$ cat src/rtl/life_pkg.sv
// Shared types and constants for the 16x16 life engine front end.
package life_pkg;

  typedef enum logic [1:0] {
    IDLE = 2'd0,
    LOAD = 2'd1,
    RUN  = 2'd2
  } state_t;

  localparam int          LIFE_ROWS = 16;
  localparam int          LIFE_COLS = 16;
  localparam logic [15:0] LFSR_SEED = 16'hACE1;
  // Fibonacci taps 16,14,13,11 as a bit mask over lfsr[15:0]
  localparam logic [15:0] LFSR_TAPS = 16'hB400;

endpackage

$ cat src/rtl/board_seed_sequencer_step_timer.sv
// Step period down-counter: holds its reload value while disabled and
// emits a one-cycle tick each time it expires while enabled.
module step_timer
  import life_pkg::*;
#(
  parameter int STEP_CYCLES = 25_000_000
) (
  input  logic clk,
  input  logic rst_n,
  input  logic en,
  output logic tick
);

  localparam int             TW     = $clog2(STEP_CYCLES);
  localparam logic [TW-1:0]  RELOAD = TW'(STEP_CYCLES - 1);

  logic [TW-1:0] cnt_q;

  always_ff @(posedge clk or negedge rst_n) begin
    if (!rst_n) begin
      cnt_q <= RELOAD;
    end else if (!en || cnt_q == '0) begin
      cnt_q <= RELOAD;
    end else begin
      cnt_q <= cnt_q - 1'b1;
    end
  end

  assign tick = en && (cnt_q == '0);

endmodule

$ cat src/rtl/board_seed_sequencer.sv
// Seed loader and step sequencer for the life engine.
// Optional RANDOM_SEED_EN adds rand_fill: an LFSR-sourced board fill.
module board_seed_sequencer
  import life_pkg::*;
#(
  parameter int ROWS        = LIFE_ROWS,
  parameter int COLS        = LIFE_COLS,
  parameter int STEP_CYCLES = 25_000_000
) (
  input  logic                 clk,
  input  logic                 rst_n,
  input  logic                 load_start,
  input  logic                 row_valid,
  output logic                 row_ready,
  input  logic [COLS-1:0]      row_data,
  input  logic                 run,
  input  logic                 single_step,
`ifdef RANDOM_SEED_EN
  input  logic                 rand_fill,
`endif
  output logic [ROWS*COLS-1:0] board_out,
  output logic                 step_en,
  output logic                 load_done,
  output logic                 busy
);

  localparam int RIW = (ROWS > 1) ? $clog2(ROWS) : 1;

  state_t          state_q, state_d;
  logic [RIW-1:0]  row_idx_q;
  logic            timer_en, tick;
  logic            step_d, ready_d;
  logic            wr_row, last_row;
  logic [COLS-1:0] wr_data;
  logic            fill_start, fill_sel, fill_next;
  logic [COLS-1:0] fill_row;

`ifdef RANDOM_SEED_EN
  logic [15:0] lfsr_q;
  logic        fill_q;

  always_ff @(posedge clk or negedge rst_n) begin
    if (!rst_n) begin
      lfsr_q <= LFSR_SEED;
      fill_q <= 1'b0;
    end else begin
      lfsr_q <= {lfsr_q[14:0], ^(lfsr_q & LFSR_TAPS)};
      fill_q <= fill_next;
    end
  end

  assign fill_start = (state_q == IDLE) && !load_start && rand_fill;
  assign fill_sel   = fill_q;
  assign fill_row   = lfsr_q[COLS-1:0];
`else
  assign fill_start = 1'b0;
  assign fill_sel   = 1'b0;
  assign fill_row   = '0;
`endif

  step_timer #(.STEP_CYCLES(STEP_CYCLES)) u_step_timer (
    .clk  (clk),
    .rst_n(rst_n),
    .en   (timer_en),
    .tick (tick)
  );

  always_comb begin
    state_d  = state_q;
    timer_en = 1'b0;
    step_d   = 1'b0;
    wr_row   = 1'b0;
    wr_data  = fill_sel ? fill_row : row_data;
    case (state_q)
      IDLE: begin
        if (load_start)       state_d = LOAD;
        else if (fill_start)  state_d = LOAD;
        else if (run)         state_d = RUN;
        else if (single_step) step_d  = 1'b1;
      end
      LOAD: begin
        wr_row = fill_sel || (row_valid && row_ready);
        if (wr_row && row_idx_q == RIW'(ROWS - 1)) state_d = IDLE;
      end
      RUN: begin
        // Leaving RUN keeps the timer disabled, so it reloads and no pulse escapes
        if (load_start)  state_d = LOAD;
        else if (!run)   state_d = IDLE;
        else begin
          timer_en = 1'b1;
          step_d   = tick;
        end
      end
      default: state_d = IDLE;
    endcase
  end

  assign last_row  = wr_row && (row_idx_q == RIW'(ROWS - 1));
  assign fill_next = fill_start || (fill_sel && state_q == LOAD && state_d == LOAD);
  assign ready_d   = (state_d == LOAD) && !fill_next;
  assign busy      = (state_q != IDLE);

  always_ff @(posedge clk or negedge rst_n) begin
    if (!rst_n) begin
      state_q   <= IDLE;
      row_idx_q <= '0;
      row_ready <= 1'b0;
      step_en   <= 1'b0;
      load_done <= 1'b0;
      board_out <= '0;
    end else begin
      state_q   <= state_d;
      row_ready <= ready_d;
      step_en   <= step_d;
      load_done <= last_row;
      if (wr_row) begin
        board_out[int'(row_idx_q)*COLS +: COLS] <= wr_data;
        row_idx_q <= last_row ? '0 : row_idx_q + 1'b1;
      end
    end
  end

endmodule

$ cat config.mk
export PLATFORM = sky130hd
export DESIGN_NAME = board_seed_sequencer
export DESIGN_NICKNAME = d
export VERILOG_FILES = /design/src/rtl/life_pkg.sv /design/src/rtl/board_seed_sequencer_step_timer.sv /design/src/rtl/board_seed_sequencer.sv
export SDC_FILE = /design/constraint.sdc
export NUM_CORES = 1
export LEC_CHECK = 0
export CAP_MARGIN = 20
export CORE_UTILIZATION = 45
export CTS_BUF_LIST = sky130_fd_sc_hd__clkbuf_4
export DETAILED_ROUTE_END_ITERATION = 8
export GPL_TIMING_DRIVEN = 0
export PLACE_DENSITY = 0.71
export SLEW_MARGIN = 20
export SYNTH_ARGS = -nofsm -noshare
export SYNTH_HDL_FRONTEND = slang
export SYNTH_SLANG_ARGS = --single-unit
$ cat constraint.sdc
create_clock -name clk -period 3.2 [get_ports clk]
set_input_delay 0.96 -clock clk [delete_from_list [all_inputs] [get_ports clk]]
set_output_delay 0.96 -clock clk [all_outputs]
set_load 0.005 [all_outputs]
==> results_slide.txt, run 1 <==
Run Summary

Run status
  – Status: finished clean

Critical path
  – Cell family with most CP delay: buffers and inverters
  – Startpoint types: register
  – Crit path to: board_out[135]
  – Worst stage delay on the critical path: 460 ps
  – Worst R2R Start: row_idx_q[0]
  – Worst Path Max Fanout: 10
  – Crit. End Element: register

Pwr
  – Max IR drop VDD: 0.529 mV
  – Power Density: between 900 and 1000 nW/um^2
  – Clk pwr: around 3.3 mW
  – Clock power share: 22.3%
  – Total power draw: approximately 15 mW
  – Power Internal: about 9.8 mW
  – Sequential group power: approximately 5.6 mW

Floorplanning
  – FP Util: 46.1%

Cells and area
  – Area growth from synthesis to layout: 37.7%
  – N_diodes: 1
  – Largest regs: board_out x256, u_step_timer.cnt_q x25, row_idx_q x4
  – Reg area: just over 7000 um^2
  – Fraction of area in multi-input gates: 25.5%
  – # nets final: approximately 1400
  – Post-Layout Inst Area: between 15000 and 20000 um^2
  – Buffers outside the clock class: between 300 and 400

Drt
  – Top Metal Used: met4
  – Antenna-violating nets left: 0
  – Via count: just over 9000
  – Vias per cell: 5.22
  – Metal2 WL: ~16000 um
  – WL met3: roughly 2900 um
  – Total Routed Length: around 34000 um

Synthesis
  – Top non-seq family: multiplexers
  – Seq/Total Area, Yosys: between 60% and 70%
  – Yosys reg bits: between 200 and 300
  – Synthesis Warnings: 0

Flow run
  – Max-cap violations: 0

Timing
  – Post-layout min period: 3120 ps
  – Final period utilization: 97.5%
  – RSZ-0062 raised after global routing: yes

CTS
  – Clock buffer depth: 3

Place
  – Post-DP HPWL: roughly 24000 um

GRT
  – GRT met3 Usage: under 10%
Figure 1. Supply network (run 1).
The bar under the picture is 50 um long. Pins as bars on the die edge. Tap cells in grey.
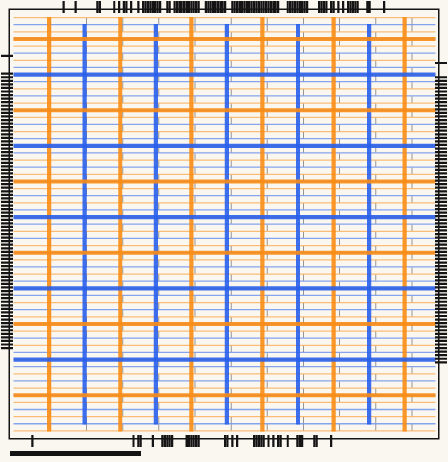
Orange is VSS. Blue is VDD.
330 tap cells. 11 straps on met5.

Figure 2. Signal wires on met4 (run 1).
Cells faint in the background.
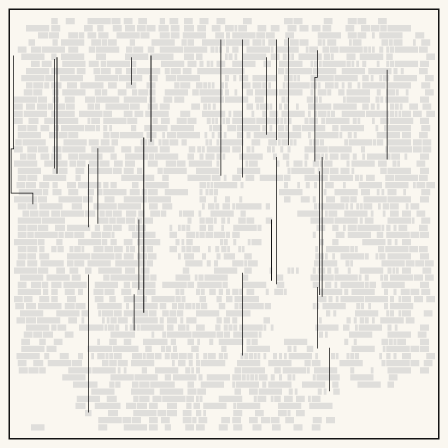
The longest straight run is 66.6 um. 20 nets have wire on it. The layer carries 937 um of wire. The wires run mostly vertical.

Figure 3. Zoomed window (run 1).
Window x 110 to 135, y 28 to 53 um. Cells in grey, sequential cells in the stronger grey; small squares are vias.
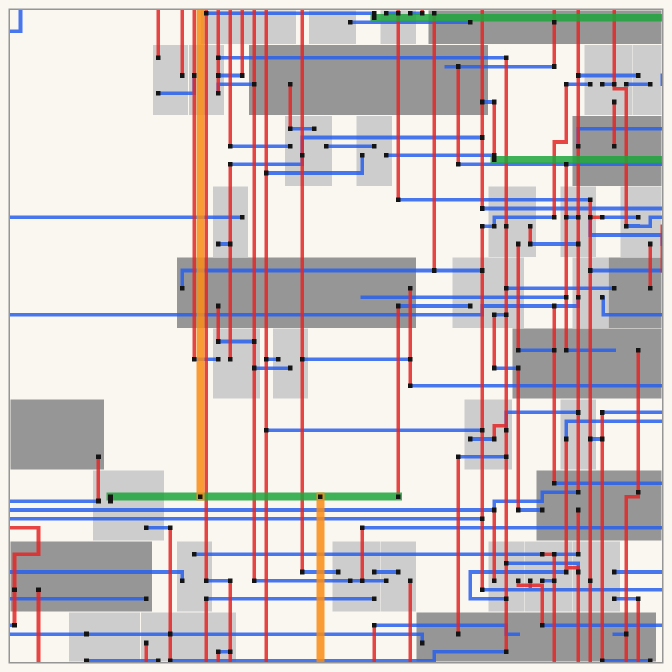
Red is M2. Green is M3. Blue is M1. Orange is M4.
Sequential cells in the window: 6. Netlist names of flops here include board_out (6). 31 logic cells have their middle in the window. Most frequent: nand2_1 (10), o21ai_0 (9), dfrtp_1 (6).

Figure 4. Track usage over the die (run 1).
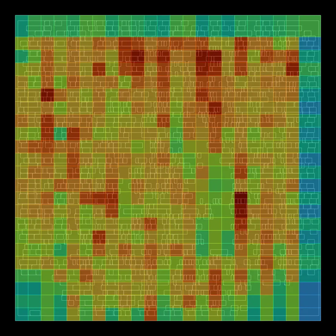
Routed WL per cell: 19.3 um
Total GRT Usage: 25.9%

## Run 2: what changed since run 1
--- a/config.mk
+++ b/config.mk
@@ -9,6 +9,7 @@
 export CORE_UTILIZATION = 45
 export CTS_BUF_LIST = sky130_fd_sc_hd__clkbuf_4
 export DETAILED_ROUTE_END_ITERATION = 8
+export GPL_ROUTABILITY_DRIVEN = 0
 export GPL_TIMING_DRIVEN = 0
 export PLACE_DENSITY = 0.71
 export SLEW_MARGIN = 20
Figure 5. Zoomed window (run 2).
Window x 110 to 135, y 28 to 53 um. Cells in grey, sequential cells in the stronger grey; small squares are vias.
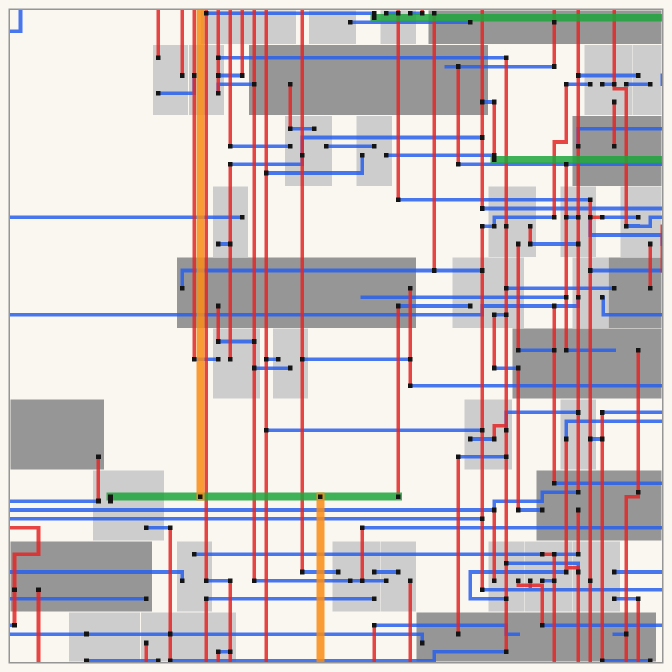
Green is M3. Orange is M4. Blue is M1. Red is M2.
Sequential cells in the window: 6. Netlist names of flops here include board_out (6). 31 logic cells have their middle in the window. Most frequent: nand2_1 (10), o21ai_0 (9), dfrtp_1 (6).

Figure 6. Signal wires on met4 (run 2).
Cells faint in the background.
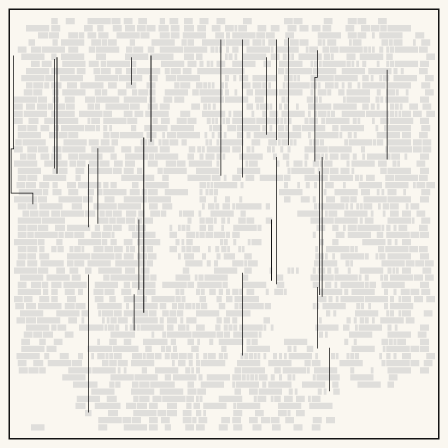
20 nets have wire on it. The longest straight run is 66.6 um.

==> results_slide.txt, run 2 <==
Run Summary

Pwr
  – Clk pwr: 3.27 mW (about the same)
  – Clock power share: 22.3% (about the same)
  – Power Internal: 9.83 mW (unchanged)
  – Max IR drop VDD: 0.529 mV (unchanged)
  – Sequential group power: 5.62 mW (about the same)
  – Total power draw: 14.6 mW (unchanged)
  – Power Density: 906 nW/um^2 (unchanged)

Critical path
  – Worst R2R Start: row_idx_q[0]
  – Startpoint types: register
  – Cell family with most CP delay: buffers and inverters
  – Worst stage delay on the critical path: 460 ps (about the same)
  – Crit path to: board_out[135]
  – Worst Path Max Fanout: 10 (unchanged)
  – R2R depth: 9
  – Crit. End Element: register

GRT
  – GRT met3 Usage: 8.43% (unchanged)
  – Total GRT Usage: 25.9% (unchanged)

Drt
  – Routed WL per cell: 19.3 um (unchanged)
  – Vias per cell: 5.22 (unchanged)
  – Top Metal Used: met4
  – WL met3: 2940 um (unchanged)
  – Metal2 WL: 16000 um (unchanged)
  – Via count: 9169 (unchanged)
  – Total Routed Length: 34000 um (unchanged)

Cells and area
  – Area growth from synthesis to layout: 37.7% (unchanged)
  – Flop count: between 200 and 300
  – Largest regs: board_out x256, u_step_timer.cnt_q x25, row_idx_q x4
  – Post-Layout Inst Area: 16100 um^2 (unchanged)
  – Buffers outside the clock class: 347 (unchanged)
  – # nets final: 1400 (unchanged)
  – N_diodes: 1 (unchanged)
  – Fraction of area in multi-input gates: 25.5% (unchanged)

Synthesis
  – Top non-seq family: multiplexers
  – Async set-reset flop share out of synthesis: 100%
  – Seq/Total Area, Yosys: 62.1% (unchanged)
  – Netlist Area Pre-Place: 11700 um^2

Run status
  – Status: finished clean

Timing
  – Post-layout min period: 3120 ps (unchanged)
  – RSZ-0062 raised after global routing: yes
  – Final period utilization: 97.5% (unchanged)

CTS
  – Clk latency late pin: around 700 ps
  – Clock buffer depth: 3 (unchanged)

Floorplanning
  – # IOs: 282
  – FP Util: 46.1% (unchanged)

Place
  – Post-DP HPWL: 23600 um (unchanged)

Flow run
  – Max-cap violations: 0 (unchanged)
Power and IR drop assume default switching activity.
